**Clock routing**

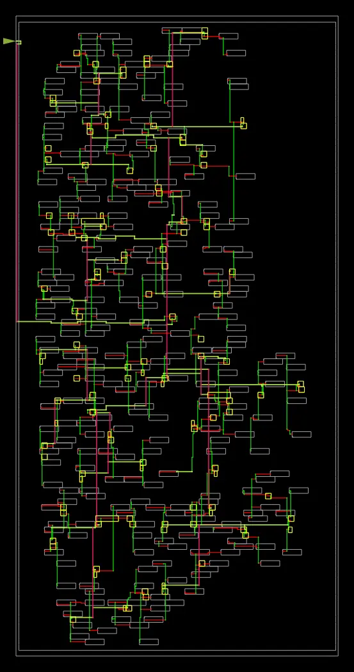
**Clock network drawn from the DEF**

Drawn at 2 px/micron.
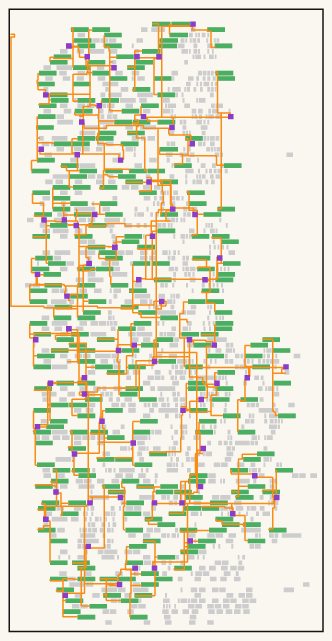
**Cells colored by class**

Drawn at 1.5 px/micron. Fill, decap, tap and diode cells in gray.
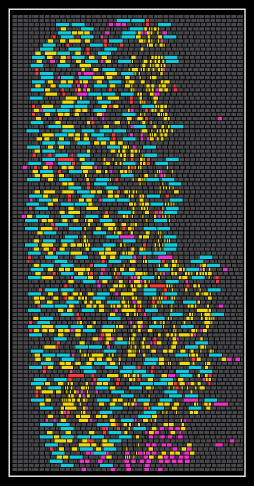
--- src/rtl/bmp180_pkg.sv ---
// Shared register map, command codes and FSM states for the BMP180 I2C target model.
package bmp180_pkg;

  localparam logic [7:0] REG_ID        = 8'hD0;
  localparam logic [7:0] REG_CALIB     = 8'hAA;
  localparam logic [7:0] REG_CALIB_END = 8'hBF;
  localparam logic [7:0] REG_RESET     = 8'hE0;
  localparam logic [7:0] REG_CTRL      = 8'hF4;
  localparam logic [7:0] REG_OUT_MSB   = 8'hF6;
  localparam logic [7:0] REG_OUT_LSB   = 8'hF7;
  localparam logic [7:0] REG_OUT_XLSB  = 8'hF8;

  localparam logic [7:0] CMD_TEMP   = 8'h2E;
  localparam logic [7:0] CMD_PRES   = 8'h34;
  localparam logic [7:0] SOFT_RESET = 8'hB6;

  localparam int         CALIB_N    = 22;
  localparam logic [4:0] CALIB_LAST = 5'd21;

  typedef enum logic [3:0] {
    IDLE, ADDR, ADDR_ACK, REG, REG_ACK, WDATA, WDATA_ACK, RDATA, RDATA_ACK
  } state_t;

endpackage

--- src/rtl/bmp180_i2c_bus_sync.sv ---
// Two-flop synchronizers for SCL/SDA plus SCL edge and START/STOP detection.
module i2c_bus_sync (
  input  logic clk,
  input  logic reset,
  input  logic scl,
  input  logic sda_in,
  output logic sda_bit,
  output logic scl_rise,
  output logic scl_fall,
  output logic start,
  output logic stop
);

  // [1:0] synchronize, [2] holds the previous synchronized value; idle bus is high
  logic [2:0] scl_q;
  logic [2:0] sda_q;

  always_ff @(posedge clk or negedge reset) begin
    if (!reset) begin
      scl_q <= 3'b111;
      sda_q <= 3'b111;
    end else begin
      scl_q <= {scl_q[1:0], scl};
      sda_q <= {sda_q[1:0], sda_in};
    end
  end

  assign sda_bit  = sda_q[1];
  assign scl_rise = scl_q[1] & ~scl_q[2];
  assign scl_fall = ~scl_q[1] & scl_q[2];
  assign start    = scl_q[1] & scl_q[2] & sda_q[2] & ~sda_q[1];
  assign stop     = scl_q[1] & scl_q[2] & ~sda_q[2] & sda_q[1];

endmodule

--- src/rtl/bmp180_i2c_target.sv ---
// BMP180-style I2C target: byte-level protocol FSM, register map and conversion timer.
module bmp180_i2c_target
  import bmp180_pkg::*;
#(
  parameter logic [6:0]  ADR         = 7'h77,
  parameter logic [7:0]  CHIP_ID     = 8'h55,
  parameter logic [15:0] CONV_CYCLES = 16'd4500
) (
  input  logic        clk,
  input  logic        reset,
  input  logic        scl,
  input  logic        sda_in,
  output logic        sda_oe,
  input  logic        calib_we,
  input  logic [4:0]  calib_addr,
  input  logic [7:0]  calib_data,
  input  logic [15:0] ut,
  input  logic [23:0] up,
  output logic        busy
);

  logic       sda_bit, scl_rise, scl_fall, start, stop;
  state_t     state;
  logic [7:0] ptr, sr, byte_in, rd_byte;
  logic [2:0] bitcnt;
  logic       rw, phase;
  logic       wr_stb;
  logic [7:0] wr_addr, wr_data;
  logic [7:0] calib [CALIB_N];
  logic [7:0] ctrl_meas;
  logic [23:0] out;
  logic [15:0] count;
  logic [4:0] cidx;

  i2c_bus_sync u_sync (
    .clk      (clk),
    .reset    (reset),
    .scl      (scl),
    .sda_in   (sda_in),
    .sda_bit  (sda_bit),
    .scl_rise (scl_rise),
    .scl_fall (scl_fall),
    .start    (start),
    .stop     (stop)
  );

  assign byte_in = {sr[6:0], sda_bit};
  assign cidx    = 5'(ptr - REG_CALIB);

  always_comb begin
    rd_byte = 8'h00;
    if (ptr >= REG_CALIB && ptr <= REG_CALIB_END) begin
      rd_byte = calib[cidx];
    end else begin
      case (ptr)
        REG_ID:       rd_byte = CHIP_ID;
        REG_CTRL:     rd_byte = {ctrl_meas[7:6], busy, ctrl_meas[4:0]};
        REG_OUT_MSB:  rd_byte = out[23:16];
        REG_OUT_LSB:  rd_byte = out[15:8];
        REG_OUT_XLSB: rd_byte = out[7:0];
        default:      rd_byte = 8'h00;
      endcase
    end
  end

  // ACK states see two SCL falls: phase 0 drives the ACK, phase 1 ends it
  always_ff @(posedge clk or negedge reset) begin
    if (!reset) begin
      state   <= IDLE;
      ptr     <= 8'h00;
      sr      <= 8'h00;
      bitcnt  <= 3'd0;
      rw      <= 1'b0;
      phase   <= 1'b0;
      sda_oe  <= 1'b0;
      wr_stb  <= 1'b0;
      wr_addr <= 8'h00;
      wr_data <= 8'h00;
    end else begin
      wr_stb <= 1'b0;
      if (start) begin
        state  <= ADDR;
        bitcnt <= 3'd0;
        phase  <= 1'b0;
        sda_oe <= 1'b0;
      end else if (stop) begin
        state  <= IDLE;
        sda_oe <= 1'b0;
      end else begin
        case (state)
          ADDR, REG, WDATA: if (scl_rise) begin
            sr     <= byte_in;
            bitcnt <= bitcnt + 3'd1;
            phase  <= 1'b0;
            if (bitcnt == 3'd7) begin
              case (state)
                ADDR: if (byte_in[7:1] == ADR) begin
                  state <= ADDR_ACK;
                  rw    <= byte_in[0];
                end else begin
                  state <= IDLE;
                end
                REG: begin
                  ptr   <= byte_in;
                  state <= REG_ACK;
                end
                default: state <= WDATA_ACK;
              endcase
            end
          end
          ADDR_ACK, REG_ACK, WDATA_ACK: if (scl_fall) begin
            phase <= 1'b1;
            if (!phase) begin
              sda_oe <= 1'b1;
              if (state == WDATA_ACK) begin
                wr_stb  <= 1'b1;
                wr_addr <= ptr;
                wr_data <= sr;
                ptr     <= ptr + 8'd1;
              end
            end else if (state == ADDR_ACK && rw) begin
              state  <= RDATA;
              sr     <= rd_byte;
              sda_oe <= ~rd_byte[7];
              bitcnt <= 3'd0;
            end else begin
              sda_oe <= 1'b0;
              bitcnt <= 3'd0;
              state  <= (state == ADDR_ACK) ? REG : WDATA;
            end
          end
          RDATA: begin
            if (scl_rise) begin
              bitcnt <= bitcnt + 3'd1;
              phase  <= 1'b0;
              if (bitcnt == 3'd7) state <= RDATA_ACK;
            end else if (scl_fall) begin
              sr     <= {sr[6:0], 1'b0};
              sda_oe <= ~sr[6];
            end
          end
          RDATA_ACK: begin
            if (scl_fall) begin
              if (!phase) begin
                sda_oe <= 1'b0;
                phase  <= 1'b1;
              end else begin
                state  <= RDATA;
                sr     <= rd_byte;
                sda_oe <= ~rd_byte[7];
                bitcnt <= 3'd0;
              end
            end else if (scl_rise && phase) begin
              if (sda_bit) state <= IDLE;
              else         ptr   <= ptr + 8'd1;
            end
          end
          default: ;
        endcase
      end
    end
  end

  // A new ctrl_meas write restarts the timer; completion loads out and drops busy together
  always_ff @(posedge clk or negedge reset) begin
    if (!reset) begin
      for (int i = 0; i < CALIB_N; i++) calib[i] <= 8'h00;
      ctrl_meas <= 8'h00;
      out       <= 24'h0;
      count     <= 16'd0;
      busy      <= 1'b0;
    end else begin
      if (calib_we && calib_addr <= CALIB_LAST) calib[calib_addr] <= calib_data;
      if (wr_stb && wr_addr == REG_CTRL) begin
        ctrl_meas <= wr_data;
        count     <= CONV_CYCLES;
        busy      <= 1'b1;
      end else if (wr_stb && wr_addr == REG_RESET && wr_data == SOFT_RESET) begin
        ctrl_meas <= 8'h00;
        out       <= 24'h0;
        count     <= 16'd0;
        busy      <= 1'b0;
      end else if (busy) begin
        if (count <= 16'd1) begin
          busy  <= 1'b0;
          count <= 16'd0;
          if (ctrl_meas == CMD_TEMP)                   out <= {ut, 8'h00};
          else if (ctrl_meas[4:0] == CMD_PRES[4:0])    out <= up;
        end else begin
          count <= count - 16'd1;
        end
      end
    end
  end

endmodule
--- config.mk ---
export PLATFORM = sky130hd
export DESIGN_NAME = bmp180_i2c_target
export DESIGN_NICKNAME = d
export VERILOG_FILES = /design/src/rtl/bmp180_pkg.sv /design/src/rtl/bmp180_i2c_bus_sync.sv /design/src/rtl/bmp180_i2c_target.sv
export SDC_FILE = /design/constraint.sdc
export NUM_CORES = 1
export LEC_CHECK = 0
export CORE_ASPECT_RATIO = 2
export CORE_MARGIN = 1
export CORE_UTILIZATION = 29
export CTS_BUF_LIST = sky130_fd_sc_hd__clkbuf_4
export DETAILED_ROUTE_END_ITERATION = 8
export GPL_ROUTABILITY_DRIVEN = 0
export GPL_TIMING_DRIVEN = 0
export HOLD_SLACK_MARGIN = 0.08
export MAX_ROUTING_LAYER = met4
export PLACE_DENSITY_LB_ADDON = 0.2
export SLEW_MARGIN = 40
export SYNTH_ARGS = -nofsm -noshare
export SYNTH_HDL_FRONTEND = slang
export SYNTH_HIERARCHICAL = 1
export SYNTH_SLANG_ARGS = --single-unit
--- constraint.sdc ---
create_clock -name clk -period 3.3 [get_ports clk]
set_input_delay 0.825 -clock clk [delete_from_list [all_inputs] [get_ports clk]]
set_output_delay 0.825 -clock clk [all_outputs]
set_load 0.02 [all_outputs]
==> CHANGELOG.md <==
## Flow update

- Status: finished clean
- Plain + repair buffers: 151
- Crit path depth: 12
- Synth flops: roughly 270
- Residual DRC: 0
- Critical path's most frequent cell: buf_4
- Initial antenna violation count: 2
- Leakage: 7.131 nW
- P_seq: about 4.5 mW
- Final TNS setup: 0 ns
- Final Net Count: 1387
- Yosys stat chip area: ~14000 sq um
- Logic inverters: 15
- Share of cells above drive strength 1: 30.15%
- Cells on worst reg2reg path: 12
- Top cell area share: 48.64%
- Final Total Pwr: 12.65 mW
- WP buf/inv: 5
- Antenna diodes: 2
- Cells after Synth: roughly 1200
- Synth Area in Simple Gates: between 10 and 15%
- Psw: between 4 and 5 mW
- Pin count of the biggest net entering global routing: 68
- Critical path origin: ptr[1]
- Worst setup SP type: register
- Layout Cells excl Fill: 1999
- CTS-repair resized insts: 22
- Top logic family: multiplexers
- Reg area: 6865 sq um
- Hold_sp: u_sync/sda_q[0]
- Fmax: 0.3105 GHz
- Vias in the first global route: 11267
- Reg-to-reg slack, setup: 0.08 ns
- XOR-XNOR Cells, Area Fraction: less than 1%
- Combinational Power: approximately 5.1 mW
- Top cell excl fill/tap: dfrtp_1
- Final worst path period share: 97.60%
- Crit path largest cell delay: 0.39 ns
- Ys Warns: 6
- Largest area contributor in the netlist: dfrtp_1
- Multi-input comb cells: 810
- RR Startpoint: ptr[1]
- Post-DR wirelength/cell: 22.72 microns
- Hold Slack: 0.3496 ns
- Tool warnings: 31
- Area grow syn2layout: 18.97%
- Antenna-violating nets left: 0
- Placed instance area: roughly 15000 sq um
- Logic area: 6610 sq um
- Arr. time, crit path: 3.85 ns
- Die height: 310.4 microns
- Port Buffers: roughly 57
- Gr usage total: 20.11%
- Sw Share: 38.85%
- Commonest flop: dfrtp_1
- Fin area: 16400 sq um
- CP max FO: 10
- CTS tree: built
- Worst-Margin Slew: between 0.8 and 0.9 ns
- Largest power group: combinational cells
- Post-cts hold-fix buffer tally: 1
- Comb/total area: approximately two fifths
- Seq/Total Area, Yosys: between 40% and 50%
- Power Dens Cells: 771.2 nW/um^2
- Hold path depth: 0
- Global-route wire length before repair: 68.53 mm
- Reg-to-reg endpoint: sr[6]
- Post-synth top cells: dfrtp_1 (268), mux2_2 (192), nand2_1 (122), nor2_1 (75), o21ai_0 (63)
- Hold Fails Final Rpt: 0
- Minimum clock period: 3.221 ns
- Num CTS Buffers: 68
- Critical path class: register to register
- Min setup slack post-route: between 0.07 and 0.08 ns
- Max cap viols: 0
- Vias after detailed routing: 10261
- Synth cell types: 74
- Hold crit path type: register to register
- Endpoints failing setup: 0
- Vias/cell: 5.133
- Post-CTS setup buffer count: 6
- Die W: approximately 160 microns
- Critical Path, Cell by Cell: buf_4, buf_6, clkinvlp_4, ha_4, xnor2_4, buf_4, buf_4, mux2_2, nand3_1, o2111ai_1, nand3_1, a31oi_1
- Area fraction in mux cells: 24.63%
- Asr flop ratio synth: 100.0%
- Placed Cells incl. Taps: 1869
- EDFF count, synth: 0
- Core Density at Floorplan: 29.46%
- Cell family with most CP delay: buffers and inverters
- Yosys top cell by instances: dfrtp_1
- Initial DRC count: 592
- Adder-cell share of the synthesized area: 0.8168%
- H-tree levels: 3
- Top Ports: 60
- Critical Path RT: 3.93 ns
- Slew Limit Fails: 0
- Hold Path End: u_sync/sda_q[1]
- Die area: about 48000 sq um
- Root Buffer: clkbuf_4
- RSZ-0062 raised after global routing: false
- Top area cells in the synthesized netlist: dfrtp_1 (49%), mux2_2 (16%), mux4_2 (5.9%), nand2_1 (3.3%), o21ai_0 (2.3%)
- Dpl hpwl: 34.04 mm
- Tapcells: 627
- Layout non-clock buf frac: ~7%
- Slew HR: 42.46%
- Avg Inst Size Synth: around 12 sq um
- Routed wire length: 45.42 mm
- Most frequent cells in the layout: dfrtp_1 (267), mux2_2 (192), nand2_1 (122), clkbuf_4 (99), nor2_1 (73)
- Worst slack at placement: -1.338 ns
Notes on 'clock routing' above:
layout clock buffer count: 97
CTS sink cnt: 274
clock latency on the worst-skew pair: 0.80 ns
Final Skew: 0.04670 ns

Notes on 'clock network drawn from the DEF' above:
[purple] cells driving clock nets | count: 68
[orange] clock wires | length: 4650 microns
[green] flip-flops | count: 274
routed clock nets	69
Clk pwr share: 24.3%
clk pwr: 3.08 mW

Notes on 'cells colored by class' above:
color	class	cells
yellow	all other logic	825
cyan	flip-flops	274
magenta	other buffers and delay cells	151
red	clock drivers and dummy loads	120
core region area: 46800 sq um
row count: 112
sequential share of cell area: 41.86%
Final Util: 35.04%

state kept, by name (all words and copies together), names as in the netlist, 3 cells and up:
name          count
state             4
count            16
calib           176
ptr               8
out              24
ctrl_meas         8
u_sync/scl_q      3
u_sync/sda_q      3
sr                8
wr_data           8
wr_addr           8
bitcnt            3
metal layers:
layer / global-route usage (%) / up-vias / part of all wire [%] / wire, microns
met5: - / - / 0 / 0
met4: 13.52 / 0 / 6.4 / 2926
met3: 3.134 / 132 / 3.1 / 1430
met2: 40.45 / 251 / 60 / 27160
met1: 16.08 / 5224 / 31 / 13900
li1: - / 4654 / - / -
Power is estimated from default activity; no workload was simulated.
